### Sequential cells colored by netlist name

Bar = 20 microns. Other sequential cells in the stronger gray, the rest of the logic in the fainter gray.
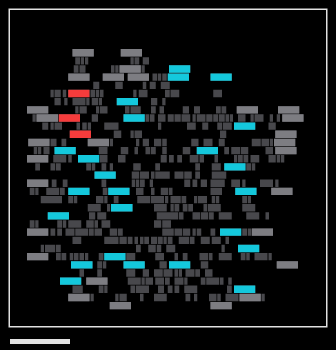
### Gate-type map

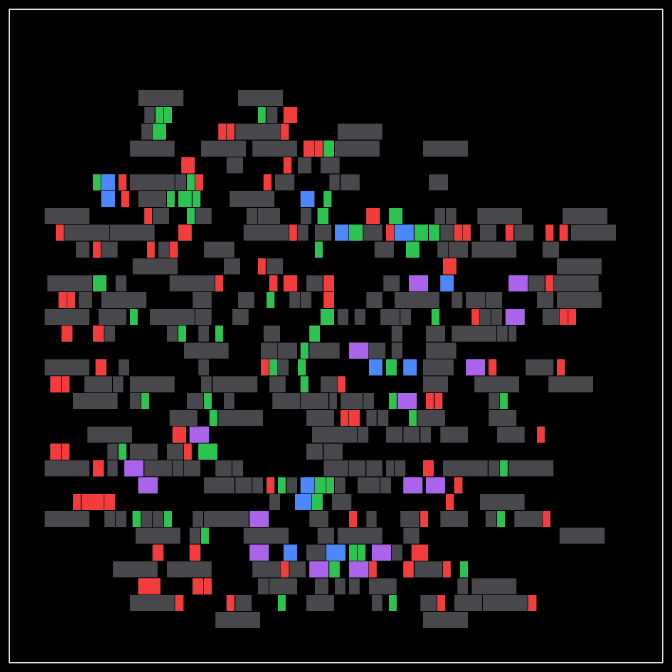
### Track usage over the die

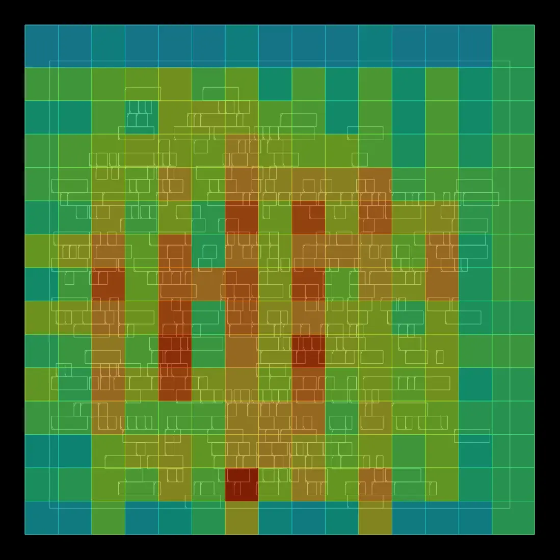
### Clock network drawn from the DEF

Bar = 20 microns.
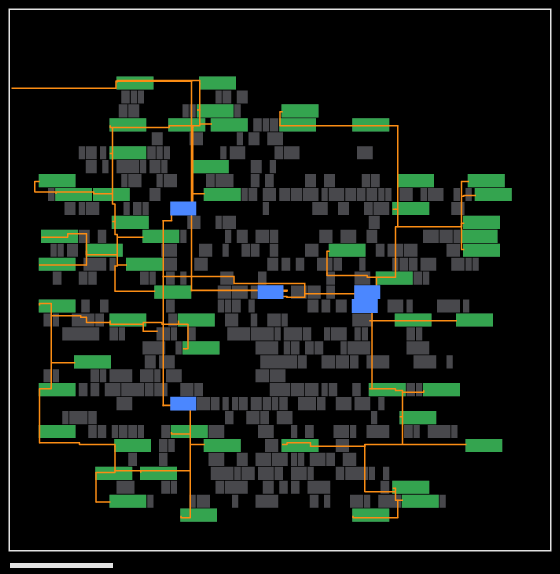
--- src/rtl/product_accumulator_if.sv ---
// product_accumulator_if
//   Bundles the product input stream and the result output stream of the
//   product accumulator.
//   master : upstream/downstream side (drives prod, prod_valid, acc_ready)
//   slave  : accumulator side (drives prod_ready, acc_out, acc_ovf, acc_valid)
//
//   prod        P      unsigned product from the multiplier
//   prod_valid  1      prod is valid this cycle
//   prod_ready  1      accumulator can take prod this cycle
//   acc_out     ACC_W  completed, saturated sum
//   acc_ovf     1      saturation occurred in the group behind acc_out
//   acc_valid   1      acc_out/acc_ovf hold a completed result
//   acc_ready   1      downstream takes the result this cycle
interface product_accumulator_if #(
  parameter int P     = 16,
  parameter int ACC_W = 24
) ();
  logic [P-1:0]     prod;
  logic             prod_valid;
  logic             prod_ready;
  logic [ACC_W-1:0] acc_out;
  logic             acc_ovf;
  logic             acc_valid;
  logic             acc_ready;

  modport master (
    output prod, prod_valid, acc_ready,
    input  prod_ready, acc_out, acc_ovf, acc_valid
  );

  modport slave (
    input  prod, prod_valid, acc_ready,
    output prod_ready, acc_out, acc_ovf, acc_valid
  );
endinterface

--- src/rtl/product_accumulator.sv ---
// product_accumulator
//   Sums each group of LEN consecutive unsigned products into one saturating
//   ACC_W-bit result (dot-product partial sum). A finished result is held on
//   the output stream until downstream takes it; no products are accepted
//   while a result is pending.
//
//   clk    in   single clock, rising edge
//   rst    in   synchronous active-high reset
//   clear  in   synchronous abort of the current group / pending result
//   bus    slave modport of product_accumulator_if (product in, result out)
//
//   state | meaning
//   ------+-----------------------------------------------------------
//   ACCUM | accepting products, building the running sum
//   HOLD  | result valid on acc_out, waiting for acc_ready
module product_accumulator #(
  parameter int M     = 8,
  parameter int N     = 8,
  parameter int LEN   = 4,
  parameter int ACC_W = 24
) (
  input  logic                  clk,
  input  logic                  rst,
  input  logic                  clear,
  product_accumulator_if.slave  bus
);

  localparam int P     = M + N;
  localparam int CNT_W = (LEN < 2) ? 1 : $clog2(LEN + 1);
  localparam logic [CNT_W-1:0] CNT_LAST = CNT_W'(LEN - 1);

  typedef enum logic {
    ACCUM = 1'b0,
    HOLD  = 1'b1
  } state_t;

  state_t           state_q;
  logic [ACC_W-1:0] sum_q;
  logic [CNT_W-1:0] cnt_q;
  logic             ovf_q;
  logic [ACC_W-1:0] acc_out_q;
  logic             acc_ovf_q;
  logic             acc_valid_q;

  logic [ACC_W:0]   add_t;
  logic             add_ovf_d;
  logic [ACC_W-1:0] add_sum_d;
  logic             prod_ready;
  logic             accept;

  // Ready depends only on state and clear, never on prod_valid.
  assign prod_ready = (state_q == ACCUM) && !clear;
  assign accept     = bus.prod_valid && prod_ready;

  // One extra bit catches the carry; a saturated sum stays at all-ones
  // because any further non-zero add carries out again.
  always_comb begin
    add_t     = {1'b0, sum_q} + {{(ACC_W + 1 - P){1'b0}}, bus.prod};
    add_ovf_d = add_t[ACC_W];
    add_sum_d = add_ovf_d ? {ACC_W{1'b1}} : add_t[ACC_W-1:0];
  end

  always_ff @(posedge clk) begin
    if (rst) begin
      state_q     <= ACCUM;
      sum_q       <= '0;
      cnt_q       <= '0;
      ovf_q       <= 1'b0;
      acc_out_q   <= '0;
      acc_ovf_q   <= 1'b0;
      acc_valid_q <= 1'b0;
    end else if (clear) begin
      // acc_out/acc_ovf keep their last value; only the valid is dropped.
      state_q     <= ACCUM;
      sum_q       <= '0;
      cnt_q       <= '0;
      ovf_q       <= 1'b0;
      acc_valid_q <= 1'b0;
    end else begin
      case (state_q)
        ACCUM: begin
          if (accept) begin
            if (cnt_q == CNT_LAST) begin
              acc_out_q   <= add_sum_d;
              acc_ovf_q   <= ovf_q | add_ovf_d;
              acc_valid_q <= 1'b1;
              sum_q       <= '0;
              cnt_q       <= '0;
              ovf_q       <= 1'b0;
              state_q     <= HOLD;
            end else begin
              sum_q <= add_sum_d;
              cnt_q <= cnt_q + CNT_W'(1);
              ovf_q <= ovf_q | add_ovf_d;
            end
          end
        end
        HOLD: begin
          if (bus.acc_ready) begin
            acc_valid_q <= 1'b0;
            state_q     <= ACCUM;
          end
        end
        default: state_q <= ACCUM;
      endcase
    end
  end

  assign bus.prod_ready = prod_ready;
  assign bus.acc_out    = acc_out_q;
  assign bus.acc_ovf    = acc_ovf_q;
  assign bus.acc_valid  = acc_valid_q;

endmodule
--- src/flat_wrapper.sv ---
// flat-port wrapper written by rule: the top's interface ports become plain ports
module product_accumulator_flat 
#(
  parameter int M     = 8,
  parameter int N     = 8,
  parameter int LEN   = 4,
  parameter int ACC_W = 24
)
  (clk, rst, clear, bus_prod, bus_prod_valid, bus_acc_ready, bus_prod_ready, bus_acc_out, bus_acc_ovf, bus_acc_valid);
  product_accumulator_if #(.ACC_W(ACC_W)) bus_i ();
  input  logic clk;
  input  logic rst;
  input  logic clear;
  input wire logic [$bits(bus_i.prod)-1:0] bus_prod;
  input wire logic [$bits(bus_i.prod_valid)-1:0] bus_prod_valid;
  input wire logic [$bits(bus_i.acc_ready)-1:0] bus_acc_ready;
  output wire logic [$bits(bus_i.prod_ready)-1:0] bus_prod_ready;
  output wire logic [$bits(bus_i.acc_out)-1:0] bus_acc_out;
  output wire logic [$bits(bus_i.acc_ovf)-1:0] bus_acc_ovf;
  output wire logic [$bits(bus_i.acc_valid)-1:0] bus_acc_valid;
  assign bus_i.prod = bus_prod;
  assign bus_i.prod_valid = bus_prod_valid;
  assign bus_i.acc_ready = bus_acc_ready;
  assign bus_prod_ready = bus_i.prod_ready;
  assign bus_acc_out = bus_i.acc_out;
  assign bus_acc_ovf = bus_i.acc_ovf;
  assign bus_acc_valid = bus_i.acc_valid;
  product_accumulator #(.M(M), .N(N), .LEN(LEN), .ACC_W(ACC_W)) u_core (.clk(clk), .rst(rst), .clear(clear), .bus(bus_i));
endmodule
--- config.mk ---
export PLATFORM = sky130hd
export DESIGN_NAME = product_accumulator_flat
export DESIGN_NICKNAME = d
export VERILOG_FILES = /design/src/rtl/product_accumulator_if.sv /design/src/rtl/product_accumulator.sv /design/src/flat_wrapper.sv
export SDC_FILE = /design/constraint.sdc
export NUM_CORES = 1
export LEC_CHECK = 0
export CORE_MARGIN = 5
export CORE_UTILIZATION = 35
export CTS_CLUSTER_SIZE = 8
export DETAILED_ROUTE_END_ITERATION = 8
export DONT_BUFFER_PORTS = 1
export PLACE_DENSITY_LB_ADDON = 0.25
export SYNTH_ARGS = -nofsm -noshare
export SYNTH_HDL_FRONTEND = slang
export SYNTH_SLANG_ARGS = --single-unit
--- constraint.sdc ---
create_clock -name clk -period 4.4 [get_ports clk]
set_input_delay 0.88 -clock clk [delete_from_list [all_inputs] [get_ports clk]]
set_output_delay 0.88 -clock clk [all_outputs]
set_load 0.01 [all_outputs]
==> flow_summary.toml <==
# synthesis and place-and-route metrics
[synth]
top_area_cell = "dfxtp_1"
async_flop_share_pct = 0
ys_warn_count = 0
ys_cells = 399
synth.distinct_cells = 57
syn_inst = 399
fp_nets = 438
aoi_share_pct = 28.26
top_cell_area_share_pct = 34.59
syn_area_sq_um = 3183
yosys_area_sq_um = 3183
synthTopLogicFamily = "AND-OR/OR-AND gates"
top_cells_by_count = "57 x nor2_1, 55 x dfxtp_1, 38 x nand2_1"
synthMuxAreaShare_pct = 0
adder_share_pct = 7.311
edf_count = 0

[clock_tree]
clockBufferDepth = 2
ctsResizeCount = 0
clkSinkCount = 55
post_cts_buffers = 0

[final_layout]
diodes = 0
num-nonclk-inverters = 3
clkCellAreaFrac_pct = 2.906
buffers = 2
dominant_cells = "multi-input combinational cells"
buf_share_pct = 0.4528
seq_share_pct = 33.21
combGateArea_sq_um = 1957

[routing]
ant_nets = 0
drt_iter0_drc = 201
finalWirelength_mm = 8.514
detail_route.wl_per_cell_microns = 17.30

[sta]
finalHoldViolations = 0
min_period_ns = 3.155
slew_headroom_pct = 21.92
max_freq_ghz = 0.3169
finalSetupTns_ns = 0
grt_setup_unrepaired = "false"

[job]
warnings = 26
max-cap-violations = 0

[place]
placed_cell_area_sq_um = 3219
pre_cts_slack_ns = 0.9443
io_buffer_count = 0

[setup_path]
max_stage_delay_ns = 1.03
critPathCaptureType = "register"
start_kind = "primary input"
worstPathArrival_ns = 3.38
worstPathCellList = "ha_1 > and4_1 > a41oi_1 > a211oi_4 > nor2_2 > a311oi_1"
path_buffers = 0
crit_type = "in2reg"

[global_route]
grt_first_pass_wirelength_mm = 14.28
antenna_found_initial = 0
grt-ovfl-total = 0
grt_pass1_vias = 2717

[floorplan]
core_area_sq_um = 8806
die_area_sq_um = 11100
die_w_microns = 105.4

[status]
run_status = "completed"

[power]
vdd_drop_max_mv = 0.1286

[worst_hold_path]
hold_path_class = "reg2reg"
Back to the opening pictures, 'Sequential cells colored by netlist name':
u_core.sum_q -> cyan  # placed flops 24
u_core.cnt_q -> red  # placed flops 3
not colored = 28
Core Util, Final: 37.65%
register area: 1101 sq um

Back to the opening pictures, 'Gate-type map':
and/or cells -> blue  # cells 12, most used and2_1
nor cells -> red  # cells 82, most used nor2_1
nand cells -> green  # cells 55, most used nand2_1
xor and xnor cells -> purple  # cells 16, most used xnor2_1
Finished Layout Cells: 492
dominant logic cell type in the layout: nor2_1
combinational share of cell area: 59.02%

Back to the opening pictures, 'Track usage over the die':
Tot GR Track Use: 15.52%
global-route layer with the greatest usage: met2
met2 Resource Use GR: 24.41%

Back to the opening pictures, 'Clock network drawn from the DEF':
flip-flops -> green  # count 55
clock wires -> orange  # length 747 microns
clock drivers -> blue  # count 5
flops lie = widely spread
routed clock nets = 6
Worst Skew: 0.009157 ns
clk latency late pin: 0.32 ns
clock share of power: 33.4%

-- metal layers --
metal | share of wire, % | vias up | track usage, %
li1 | - | 1401 | -
met1 | 49 | 1287 | 21.34
met2 | 44 | 64 | 24.41
met3 | 6.1 | 7 | 3.790
met4 | 1.4 | 0 | 3.936
met5 | 0 | - | 0
-- through the flow --
step,hold slack [ns],total power [mW]
2_1_floorplan,0.4202,0.6000
3_3_place_gp,0.4335,0.6170
3_5_place_dp,0.4392,0.6174
4_1_cts,0.4553,0.9217
5_1_grt,0.4848,0.9582
6_report,0.4561,0.9118
-- final timing paths --
| path | from | to | slack [ns] | depth (start not counted) |
|---|---|---|---|---|
| setup reg to reg | u_core.sum_q[0]$_SDFFE_PP0P_ | u_core.bus.acc_out[19]$_SDFFE_PP0P_ | 1.45 | 8 |
| hold reg to reg | u_core.cnt_q[2]$_SDFFE_PP0P_ | u_core.cnt_q[2]$_SDFFE_PP0P_ | 0.46 | 2 |
| hold / removal | u_core.cnt_q[2]$_SDFFE_PP0P_ | u_core.cnt_q[2]$_SDFFE_PP0P_ | 0.46 | 2 |
| setup / recovery | bus_prod[8] | u_core.bus.acc_out[19]$_SDFFE_PP0P_ | 1.24 | 6 |
-- where the power goes --
group | leakage (nW) | switching (mW) | internal [mW] | total (mW)
Sequential | 0.444 | 0.00258 | 0.502 | 0.504
Combinational | 0.683 | 0.0660 | 0.0367 | 0.103
Clock | 0.0467 | 0.186 | 0.118 | 0.305
Total | 1.17 | 0.255 | 0.657 | 0.912
-- flip-flops by register name, indices dropped and copies added (netlist names) --
name,flops
u_core.bus.acc_out,24
u_core.bus.acc_ovf,1
u_core.bus.acc_valid,1
u_core.cnt_q,3
u_core.ovf_q,1
u_core.state_q,1
u_core.sum_q,24
Power figures rest on the tool's default switching activity, not on a simulated workload.
